## config.mk

```make
export PLATFORM = sky130hd
export DESIGN_NAME = bellek_asamasi
export DESIGN_NICKNAME = d
export VERILOG_FILES = /design/src/rtl/bellek_asamasi_pkg.sv /design/src/rtl/bellek_asamasi_yukleme_hizalayici.sv /design/src/rtl/bellek_asamasi.sv
export SDC_FILE = /design/constraint.sdc
export NUM_CORES = 1
export LEC_CHECK = 0
export CAP_MARGIN = 5
export CORE_MARGIN = 2
export CORE_UTILIZATION = 34
export DETAILED_ROUTE_END_ITERATION = 8
export PLACE_DENSITY = 0.72
export SETUP_SLACK_MARGIN = 0.15
export SLEW_MARGIN = 20
export SYNTH_ARGS = -nofsm -noshare
export SYNTH_HDL_FRONTEND = slang
export SYNTH_SLANG_ARGS = --single-unit
```

## constraint.sdc

```tcl
create_clock -name clk_i -period 3.97 [get_ports clk_i]
set_clock_uncertainty 0.2 [all_clocks]
set_input_delay 1.191 -clock clk_i [delete_from_list [all_inputs] [get_ports clk_i]]
set_output_delay 1.191 -clock clk_i [all_outputs]
set_load 0.05 [all_outputs]
```

## src/rtl/bellek_asamasi_pkg.sv

```systemverilog
// Shared uop layout, memory-op encodings and exception codes
// for the memory stage and its load aligner.
package bellek_asamasi_pkg;

  localparam int PS_BIT       = 32;
  localparam int MXLEN        = 32;
  localparam int EXC_CODE_BIT = 4;
  localparam int UOP_BIT      = 101;

  typedef enum logic [3:0] {
    UOP_BELLEK_NOP = 4'd0,
    UOP_BELLEK_LB  = 4'd1,
    UOP_BELLEK_LH  = 4'd2,
    UOP_BELLEK_LW  = 4'd3,
    UOP_BELLEK_LBU = 4'd4,
    UOP_BELLEK_LHU = 4'd5,
    UOP_BELLEK_SB  = 4'd6,
    UOP_BELLEK_SH  = 4'd7,
    UOP_BELLEK_SW  = 4'd8
  } bellek_op_e;

  typedef struct packed {
    logic [31:0] ps;
    logic [31:0] rd;
    logic [31:0] rs2;
    bellek_op_e  bellek;
    logic        valid;
  } uop_t;

  typedef enum logic [1:0] {
    BOSTA,
    ISTEK,
    YANIT
  } durum_e;

  localparam logic [EXC_CODE_BIT-1:0] EXC_CODE_LOAD_MISALIGN  = 4'd4;
  localparam logic [EXC_CODE_BIT-1:0] EXC_CODE_STORE_MISALIGN = 4'd6;

  function automatic logic yukleme_mi(bellek_op_e op);
    return op inside {UOP_BELLEK_LB, UOP_BELLEK_LH, UOP_BELLEK_LW,
                      UOP_BELLEK_LBU, UOP_BELLEK_LHU};
  endfunction

  function automatic logic saklama_mi(bellek_op_e op);
    return op inside {UOP_BELLEK_SB, UOP_BELLEK_SH, UOP_BELLEK_SW};
  endfunction

  function automatic logic hizasiz_mi(bellek_op_e op, logic [1:0] a);
    logic yarim;
    logic kelime;
    yarim  = op inside {UOP_BELLEK_LH, UOP_BELLEK_LHU, UOP_BELLEK_SH};
    kelime = op inside {UOP_BELLEK_LW, UOP_BELLEK_SW};
    return (yarim && a[0]) || (kelime && (a != 2'b00));
  endfunction

endpackage

```

## src/rtl/bellek_asamasi_yukleme_hizalayici.sv

```systemverilog
// Load lane select and sign/zero extension of the read word.
// Halfword lane uses addr[1] only, word ignores the lane bits.
module yukleme_hizalayici
  import bellek_asamasi_pkg::*;
(
  input  logic [3:0]  op_i,
  input  logic [1:0]  serit_i,
  input  logic [31:0] veri_i,
  output logic [31:0] sonuc_o
);

  logic [7:0]  bayt;
  logic [15:0] yarim;

  always_comb begin
    bayt    = 8'(veri_i >> {serit_i, 3'b000});
    yarim   = serit_i[1] ? veri_i[31:16] : veri_i[15:0];
    sonuc_o = '0;
    unique case (1'b1)
      op_i == UOP_BELLEK_LB:  sonuc_o = {{24{bayt[7]}}, bayt};
      op_i == UOP_BELLEK_LBU: sonuc_o = {24'd0, bayt};
      op_i == UOP_BELLEK_LH:  sonuc_o = {{16{yarim[15]}}, yarim};
      op_i == UOP_BELLEK_LHU: sonuc_o = {16'd0, yarim};
      op_i == UOP_BELLEK_LW:  sonuc_o = veri_i;
      default:                sonuc_o = '0;
    endcase
  end

endmodule

```

## src/rtl/bellek_asamasi.sv

```systemverilog
// Memory-access stage: single-outstanding load/store FSM.
// Define BELLEK_HIZASIZ_ISTISNA_EN to trap misaligned accesses.
module bellek_asamasi
  import bellek_asamasi_pkg::*;
#(
  parameter int VERI_BIT  = 32,
  parameter int ADRES_BIT = 32,
  parameter int MASKE_BIT = 4
) (
  input  logic                    clk_i,
  input  logic                    rstn_i,
  input  logic [UOP_BIT-1:0]      bellek_uop_i,
  output logic                    duraklat_o,
  output logic                    veri_istek_o,
  input  logic                    veri_istek_hazir_i,
  output logic [ADRES_BIT-1:0]    veri_adres_o,
  output logic                    veri_yaz_o,
  output logic [MASKE_BIT-1:0]    veri_maske_o,
  output logic [VERI_BIT-1:0]     veri_yaz_veri_o,
  input  logic                    veri_yanit_gecerli_i,
  input  logic [VERI_BIT-1:0]     veri_yanit_veri_i,
  output logic [PS_BIT-1:0]       ddb_odd_ps_o,
  output logic [EXC_CODE_BIT-1:0] ddb_odd_kod_o,
  output logic [MXLEN-1:0]        ddb_odd_bilgi_o,
  output logic                    ddb_odd_gecerli_o,
  output logic [UOP_BIT-1:0]      geri_yaz_uop_o
);

  durum_e      durum_d, durum_q;
  uop_t        giris;
  uop_t        yakala_d, yakala_q;
  uop_t        cikis_d, cikis_q;
  logic        bellek_op;
  logic        hizasiz;
  logic        istek;
  logic        duraklat;
  logic [31:0] a_adres;
  logic [31:0] a_rs2;
  bellek_op_e  a_op;
  logic [3:0]  maske;
  logic [31:0] yaz_veri;
  logic [31:0] yuk_veri;

  assign giris     = uop_t'(bellek_uop_i);
  assign bellek_op = giris.valid && (giris.bellek != UOP_BELLEK_NOP);

  // Request fields come from the capture register once we leave BOSTA
  assign a_adres = (durum_q == BOSTA) ? giris.rd     : yakala_q.rd;
  assign a_rs2   = (durum_q == BOSTA) ? giris.rs2    : yakala_q.rs2;
  assign a_op    = (durum_q == BOSTA) ? giris.bellek : yakala_q.bellek;

  always_comb begin
    maske    = '0;
    yaz_veri = '0;
    unique case (1'b1)
      a_op == UOP_BELLEK_SB: begin
        maske    = 4'b0001 << a_adres[1:0];
        yaz_veri = {4{a_rs2[7:0]}};
      end
      a_op == UOP_BELLEK_SH: begin
        maske    = a_adres[1] ? 4'b1100 : 4'b0011;
        yaz_veri = {2{a_rs2[15:0]}};
      end
      a_op == UOP_BELLEK_SW: begin
        maske    = 4'b1111;
        yaz_veri = a_rs2;
      end
      default: begin
        maske    = '0;
        yaz_veri = '0;
      end
    endcase
  end

  yukleme_hizalayici u_hiza (
    .op_i    (yakala_q.bellek),
    .serit_i (yakala_q.rd[1:0]),
    .veri_i  (veri_yanit_veri_i),
    .sonuc_o (yuk_veri)
  );

`ifdef BELLEK_HIZASIZ_ISTISNA_EN
  logic                    odd_d, odd_q;
  logic [EXC_CODE_BIT-1:0] kod_d, kod_q;
  logic [PS_BIT-1:0]       ps_d, ps_q;
  logic [MXLEN-1:0]        bilgi_d, bilgi_q;

  assign hizasiz = hizasiz_mi(giris.bellek, giris.rd[1:0]);

  always_comb begin
    odd_d   = 1'b0;
    kod_d   = kod_q;
    ps_d    = ps_q;
    bilgi_d = bilgi_q;
    if (durum_q == BOSTA && bellek_op && hizasiz) begin
      odd_d   = 1'b1;
      kod_d   = yukleme_mi(giris.bellek) ? EXC_CODE_LOAD_MISALIGN
                                         : EXC_CODE_STORE_MISALIGN;
      ps_d    = giris.ps;
      bilgi_d = giris.rd;
    end
  end

  always_ff @(posedge clk_i) begin
    if (!rstn_i) begin
      odd_q   <= 1'b0;
      kod_q   <= '0;
      ps_q    <= '0;
      bilgi_q <= '0;
    end else begin
      odd_q   <= odd_d;
      kod_q   <= kod_d;
      ps_q    <= ps_d;
      bilgi_q <= bilgi_d;
    end
  end

  assign ddb_odd_gecerli_o = odd_q;
  assign ddb_odd_kod_o     = kod_q;
  assign ddb_odd_ps_o      = ps_q;
  assign ddb_odd_bilgi_o   = bilgi_q;
`else
  assign hizasiz           = 1'b0;
  assign ddb_odd_gecerli_o = 1'b0;
  assign ddb_odd_kod_o     = '0;
  assign ddb_odd_ps_o      = '0;
  assign ddb_odd_bilgi_o   = '0;
`endif

  always_comb begin
    durum_d  = durum_q;
    yakala_d = yakala_q;
    cikis_d  = '0;
    istek    = 1'b0;
    duraklat = 1'b0;
    unique case (durum_q)
      BOSTA: begin
        if (bellek_op && !hizasiz) begin
          istek    = 1'b1;
          duraklat = 1'b1;
          yakala_d = giris;
          durum_d  = veri_istek_hazir_i ? YANIT : ISTEK;
        end else begin
          cikis_d       = giris;
          cikis_d.valid = giris.valid && !hizasiz;
        end
      end
      ISTEK: begin
        istek    = 1'b1;
        duraklat = 1'b1;
        if (veri_istek_hazir_i) durum_d = YANIT;
      end
      YANIT: begin
        if (veri_yanit_gecerli_i) begin
          durum_d    = BOSTA;
          cikis_d    = yakala_q;
          cikis_d.rd = yukleme_mi(yakala_q.bellek) ? yuk_veri : '0;
        end else begin
          duraklat = 1'b1;
        end
      end
      default: durum_d = BOSTA;
    endcase
  end

  always_ff @(posedge clk_i) begin
    if (!rstn_i) begin
      durum_q  <= BOSTA;
      yakala_q <= '0;
      cikis_q  <= '0;
    end else begin
      durum_q  <= durum_d;
      yakala_q <= yakala_d;
      cikis_q  <= cikis_d;
    end
  end

  // Reset is synchronous, so mask the combinational handshake while held
  assign veri_istek_o    = istek && rstn_i;
  assign duraklat_o      = duraklat && rstn_i;
  assign veri_adres_o    = {a_adres[31:2], 2'b00};
  assign veri_yaz_o      = saklama_mi(a_op);
  assign veri_maske_o    = maske;
  assign veri_yaz_veri_o = yaz_veri;
  assign geri_yaz_uop_o  = cikis_q;

endmodule

```

==> run_1/util_map.png <==
(2 px per um) 18 x 18 tiles, from white (low) to dark blue (high), 0 to 100% covered.
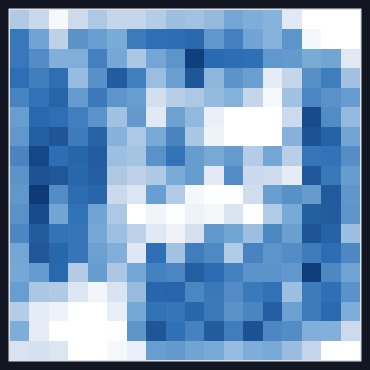
densest ninth of the die: west
mean over tiles: 49%
tiles over 75% full: 16%
nearly empty tiles: 8.0%

==> run_1/clock_nets.png <==
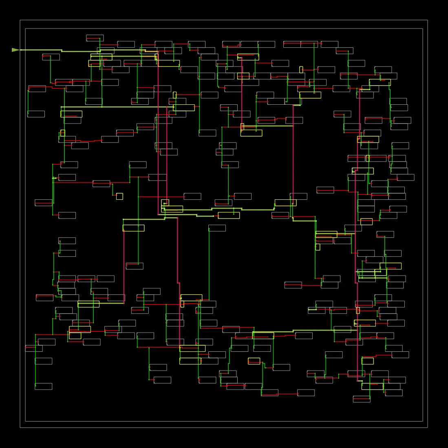
clock network power: 2.14 mW
worst-skew pair later-pin latency: 520 ps
CTS sink cnt: 204

==> CHANGELOG.md, run 1 <==
### Implementation results

* TritonCTS Buffers at 23
* CTS-repair resized insts at 85
* Setup violators final at 12
* Clock Tree Root: clkbuf_16
* Total track usage at 22.57%
* Cell depth of the worst setup path at 7
* Worst path bufs/invs at 3
* WL per Instance at 18.53 um
* Top cell category: logic gates
* Worst Hold Path EP: yakala_q[60]
* Flop area at 0.004085 mm2
* WL final at 35910 um
* CP dominant cell by count: buf_12
* Worst reg2reg path startpoint: durum_q[1]
* Syn avg cell area at 8.079 um2
* Inverters at 4
* Xor/xnor share at 0.08806%
* Worst Setup End Kind: output pin
* Final worst slack at -42.77 ps
* CP endpoint: veri_yaz_veri_o[10]
* Registers at 204
* # fillers at 2588
* CP top delay family: simple AND/OR/NAND/NOR gates
* Max-slew violations at 0
* Non-clk bufs at 382
* Avg Vias per Cell at 5.078
* WS Path Type: input pin to output pin
* Reg-to-Reg End: yakala_q[11]
* Most used flip-flop cell: dfxtp_1
* Mapped Area at 0.009946 mm2
* Cell type with the largest total area: dfxtp_1
* Clk slew on worst S/H paths at 60 ps
* Top cell area share at 41.06%
* Num rows at 62
* Clock buffer cells at 37
* Height of the chip at 175.0 um
* Synth Register Bits at 204
* Final ANT Viol Nets at 0
* CP max FO at 8
* Sequential cell area fraction in the yosys report at 41.06%
* Post-CTS Setup Bufs at 1
* Critical Path RT at 2580 ps
* RSZ-0062 raised after global routing: true
* Drt first pass iters at 4
* Synth unique cells at 61
* CTS H-tree depth at 1
* Fmax at 249.2 MHz
* Worst-Margin Slew at 681.0 ps
* Setup TNS at -357.5 ps
* Synth mux share at 6.252%
* Antenna violations before repair at 0
* Buffer share of cell area at 27.92%
* Critical path's slowest cell: or3b_4
* Async SR Flop Fraction at 0%
* R2R depth at 6
* CTS tree: done
* Nets at 1674
* Synth Instances at 1231
* IO buf count at 306
* Worst-path cell chain: buf_6 -> or3b_4 -> and2_4 -> mux4_2 -> buf_12 -> o22ai_4 -> buf_12
* Core area at 0.02878 mm2
* CP Launch Type: input pin
* CP peak stage delay at 400 ps
* I/O pin total at 378
* Design Area, Final at 0.01533 mm2
* VDD IR max at 0.2617 mV
* Non-Filler Instances at 1938
* Top cells by area: dfxtp_1 41%, nand2_1 14%, a21boi_0 7.6%, buf_4 5.8%, mux2i_1 5.5%
* Overall power at 6.309 mW
* Critical Path Start: bellek_uop_i[1]
* DRT iter0 DRCs at 659
* Yosys stat area at 0.009946 mm2
* Violated checks: setup timing
* Global-route wire length before repair at 54740 um
* Gr ovfl total at 0
* Die Width at 175.0 um
* Status: finished with violations
* Diodes inserted at 0
* Synthesized-area fraction occupied by adder cells at 0%
* Min Hold Slack at 263.6 ps
* Logic share of the area at 37.29%
* Cells after DPL at 1894
==> run_1/clock_wires.png <==
(2 px per um)
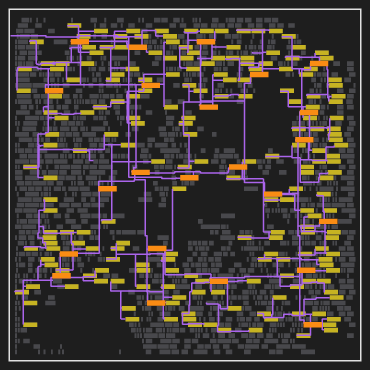
legend:
  clock-net drivers:
    colour: orange
    count: 23
  clock wires:
    colour: purple
    length: 2930 um
  flip-flops:
    colour: yellow
    count: 204
flops lie: all over the die
routed clock nets: 24

## run 1: layout by cell type, fill, tap and decap left out, drive strengths merged, types with 3 or more instances in the layout
cell type / Yosys / layout
a211oi: 3 / 3
a21boi: 101 / 101
a21oi: 21 / 21
a22o: 24 / 24
a22oi: 51 / 51
a311oi: 17 / 17
and2: 3 / 3
buf: 133 / 150
clkbuf: 38 / 37
clkdlybuf4s50: 0 / 226
conb: 1 / 71
dfxtp: 204 / 204
dlygate4sd2: 0 / 4
inv: 4 / 5
mux2i: 55 / 55
nand2: 378 / 378
nand2b: 7 / 7
nand3: 3 / 3
nand3b: 6 / 6
nor2: 91 / 91
nor2b: 13 / 13
nor3b: 4 / 4
o21ai: 7 / 7
o221ai: 15 / 15
o22ai: 16 / 16
or3b: 3 / 3
## run 1: routing by layer
| layer | up-vias | global-route usage, % | share of wire [%] |
|---|---|---|---|
| li1 | 4655 | - | - |
| met1 | 4663 | 26.62 | 39 |
| met2 | 454 | 40.65 | 50 |
| met3 | 70 | 4.352 | 7.3 |
| met4 | 0 | 7.986 | 3.7 |
| met5 | - | 0 | 0 |
## run 1: worst min-delay path, delay by kind of cell, from the launching register on
family | cells | cell delay (ps)
AND-OR/OR-AND | 1 | 60
AND/OR/NAND/NOR | 1 | 50
flip-flops | 1 | 310
## run 1: report_power, final
group	switching [mW]	internal, mW	leakage, nW
Sequential	0.0706	2.17	1.67
Clock	0.875	1.27	0.369
Combinational	1.20	0.728	4.06
## run 1: sequential cells by signal (all words and copies together), names as in the netlist
signal          flops
durum_q             2
geri_yaz_uop_o    101
yakala_q          101
## run 1: cells by family after synthesis
group / Yosys count
multiplexers: 59
AND/OR/NAND/NOR: 521
AND-OR/OR-AND: 270
flip-flops: 204
other: 1
buffers and inverters: 175
XOR/XNOR: 1
==> run_1/m1.png <==
(1.5 px per um) Supply wires on this layer in grey.
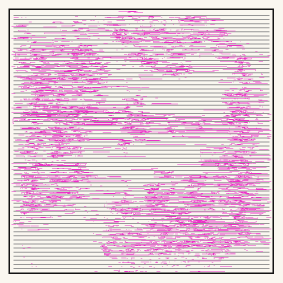

--- run 2 (diff from run 1) ---
==> constraint.sdc (replaced) <==
create_clock -name clk_i -period 4.6 [get_ports clk_i]
set_clock_uncertainty 0.2 [all_clocks]
set_input_delay 1.38 -clock clk_i [delete_from_list [all_inputs] [get_ports clk_i]]
set_output_delay 1.38 -clock clk_i [all_outputs]
set_load 0.05 [all_outputs]
==> run_2/m1.png <==
(1.5 px per um) Supply wires on this layer in grey.
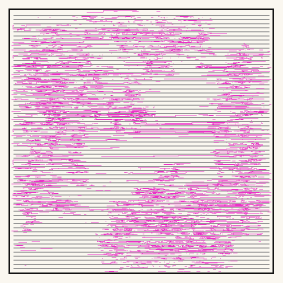
share of all routed wire: 40%
main direction: horizontal
wire length on this layer: 14100 um

==> run 2 against run 1 <==
The flow now finishes without violations. Via count down 2.0%. Sequential share of layout area rose by 1.4 points. Synthesized cell count did not move. Sequential power shrank 13%. Register-to-register slack worse by 50 ps. Final area down 4.9%. Clock-buffer cell count down 2. Die area unchanged. Critical endpoint is now veri_yaz_veri_o[15]. Largest power group is now the clock network.
==> CHANGELOG.md, run 2 <==
### Implementation results

* CP max FO at 7 (was 8)
* Worst-Margin Slew at 1023 ps (was 681.0 ps)
* RSZ-0062 raised after global routing: true (unchanged)
* Mapped Area at 0.009946 mm2 (unchanged)
* Yosys stat area at 0.009946 mm2 (unchanged)
* Nets at 1648 (was 1674)
* Worst-skew pair later-pin latency at 510 ps (was 520 ps)
* Avg Vias per Cell at 5.044 (was 5.078)
* Antenna violations before repair at 1 (was 0)
* IO buf count at 306 (unchanged)
* TritonCTS Buffers at 24 (was 23)
* Post-CTS Setup Bufs at 3 (was 1)
* Critical Path Start: bellek_uop_i[1] (unchanged)
* Pre-CTS setup slack at -262.9 ps (was -475.6 ps)
* Min Hold Slack at 265.7 ps (was 263.6 ps)
* Core area at 0.02878 mm2 (unchanged)
* Max-slew violations at 0 (unchanged)
* WL final at 35680 um (was 35910 um)
* CP peak stage delay at 370 ps (was 400 ps)
* Met3 usage at 5.048% (was 4.352%)
* Status: completed (was finished with violations)
* CP endpoint: veri_yaz_veri_o[15] (was veri_yaz_veri_o[10])
* WS Path Type: input pin to output pin (unchanged)
* CP Launch Type: input pin (unchanged)
* Reg-to-Reg End: geri_yaz_uop_o[52] (was yakala_q[11])
* # fillers at 2638 (was 2588)
* Most used flip-flop cell: dfxtp_1 (unchanged)
* Height of the chip at 175.0 um (unchanged)
* Async SR Flop Fraction at 0% (unchanged)
* Syn avg cell area at 8.079 um2 (unchanged)
* R2R depth at 4 (was 6)
* Synth Instances at 1231 (unchanged)
* Critical path's slowest cell: or3b_4 (unchanged)
* Worst-path cell chain: buf_2 -> or3b_4 -> and2_4 -> mux4_2 -> buf_12 -> o22ai_4 -> buf_12 (was buf_6 -> or3b_4 -> and2_4 -> mux4_2 -> buf_12 -> o22ai_4 -> buf_12)
* Final ANT Viol Nets at 0 (unchanged)
* Top Usage Layer GRT: met2 (unchanged)
* Setup violators final at 0 (was 12)
* Grt met2 use at 39.62% (was 40.65%)
* Clock Tree Root: clkbuf_16 (unchanged)
* I/O pin total at 378 (unchanged)
* Overall power at 5.446 mW (was 6.309 mW)
* Met1 GRT Util at 26.44% (was 26.62%)
* Clk slew on worst S/H paths at 60 ps (about the same)
* Setup TNS at 0 ps (was -357.5 ps)
* Top cell area share at 41.06% (unchanged)
* Num rows at 62 (unchanged)
* Critical Path RT at 3020 ps (was 2580 ps)
* Gr ovfl total at 0 (unchanged)
* Most frequent logic cell in the layout: nand2_1 (unchanged)
* Sequential cell area fraction in the yosys report at 41.06% (unchanged)
* Fmax at 227.7 MHz
* Global-route wire length before repair at 54190 um (was 54740 um)
* WL per Instance at 18.65 um (was 18.53 um)
* Synth Register Bits at 204 (unchanged)
* CTS-repair resized insts at 23 (was 85)
* Cell type with the largest total area: dfxtp_1 (unchanged)
* Top cells by area: dfxtp_1 41%, nand2_1 14%, a21boi_0 7.6%, buf_4 5.8%, mux2i_1 5.5% (unchanged)
* Final worst slack at 207.9 ps (was -42.77 ps)
* Worst reg2reg path startpoint: yakala_q[38] (was durum_q[1])
* Worst Setup End Kind: output pin (unchanged)
* Top cells excl fill/tap: 377 x nand2_1, 232 x clkdlybuf4s50_1, 204 x dfxtp_1 (was 377 x nand2_1, 226 x clkdlybuf4s50_1, 203 x dfxtp_1)
* Total track usage at 22.36% (was 22.57%)
* VDD IR max at 0.2121 mV (was 0.2617 mV)
==> run 2: cell count changes in the layout (fill, tap and decap cells not counted), sizes merged, moves of 2 or more <==
cell           delta
dlymetal6s2s      -2
clkbuf            -2
clkdlybuf4s50     +6
clkinv            +3
dlygate4sd2       -4
buf              -27
==> run 2: worst max-delay path, delay by kind of cell <==
| family | cells | cell delay, ps |
|---|---|---|
| AND/OR/NAND/NOR | 2 | 530 |
| buffers and inverters | 3 | 430 |
| multiplexers | 1 | 340 |
| AND-OR/OR-AND | 1 | 120 |
==> run 2: power breakdown <==
group | switching [mW] | internal (mW)
clock network | 0.773 | 1.21
registers | 0.0673 | 1.87
logic | 0.982 | 0.539
total | 1.82 | 3.62
==> run 2: cell families (layout without fill, tap and decap cells) <==
family                    Yosys count  after routing  synth area share [%]
and+or+nand+nor                   521            521                 21.54
AOI/OAI and AO/OA                 270            270                 20.69
DFF                               204            204                 41.06
buffers and inverters             175            402                 10.33
muxes                              59             59                 6.252
other                               1             72               0.03770
xor gates and xnor gates            1              1               0.08808
==> run 2: through the flow <==
step	std cells	instance area, um2
2_1_floorplan	1301	10410
3_3_place_gp	1865	13660
3_5_place_dp	1865	13660
4_1_cts	1911	14530
5_1_grt	1913	14580
6_report	1913	14580
==> run 2: cell type report <==
type / instances / area [um2] / share of cell area [%]
Antenna cell: 1 / 2.502 / 0.01717
Multi-Input combinational cell: 922 / 5379 / 36.90
Timing Repair Buffer: 355 / 3786 / 25.97
Clock inverter: 8 / 96.34 / 0.6609
Clock buffer: 35 / 733.2 / 5.030
Sequential cell: 204 / 4084 / 28.02
Tap cell: 384 / 480.5 / 3.296
Inverter: 4 / 15.01 / 0.1030
==> run 2: layer usage <==
metal	up-vias	part of all wire, %
met3	67	7.8
met1	4581	40
met2	416	49
met5	-	0
li1	4586	-
met4	0	3.4
Power is estimated from default activity; no workload was simulated.
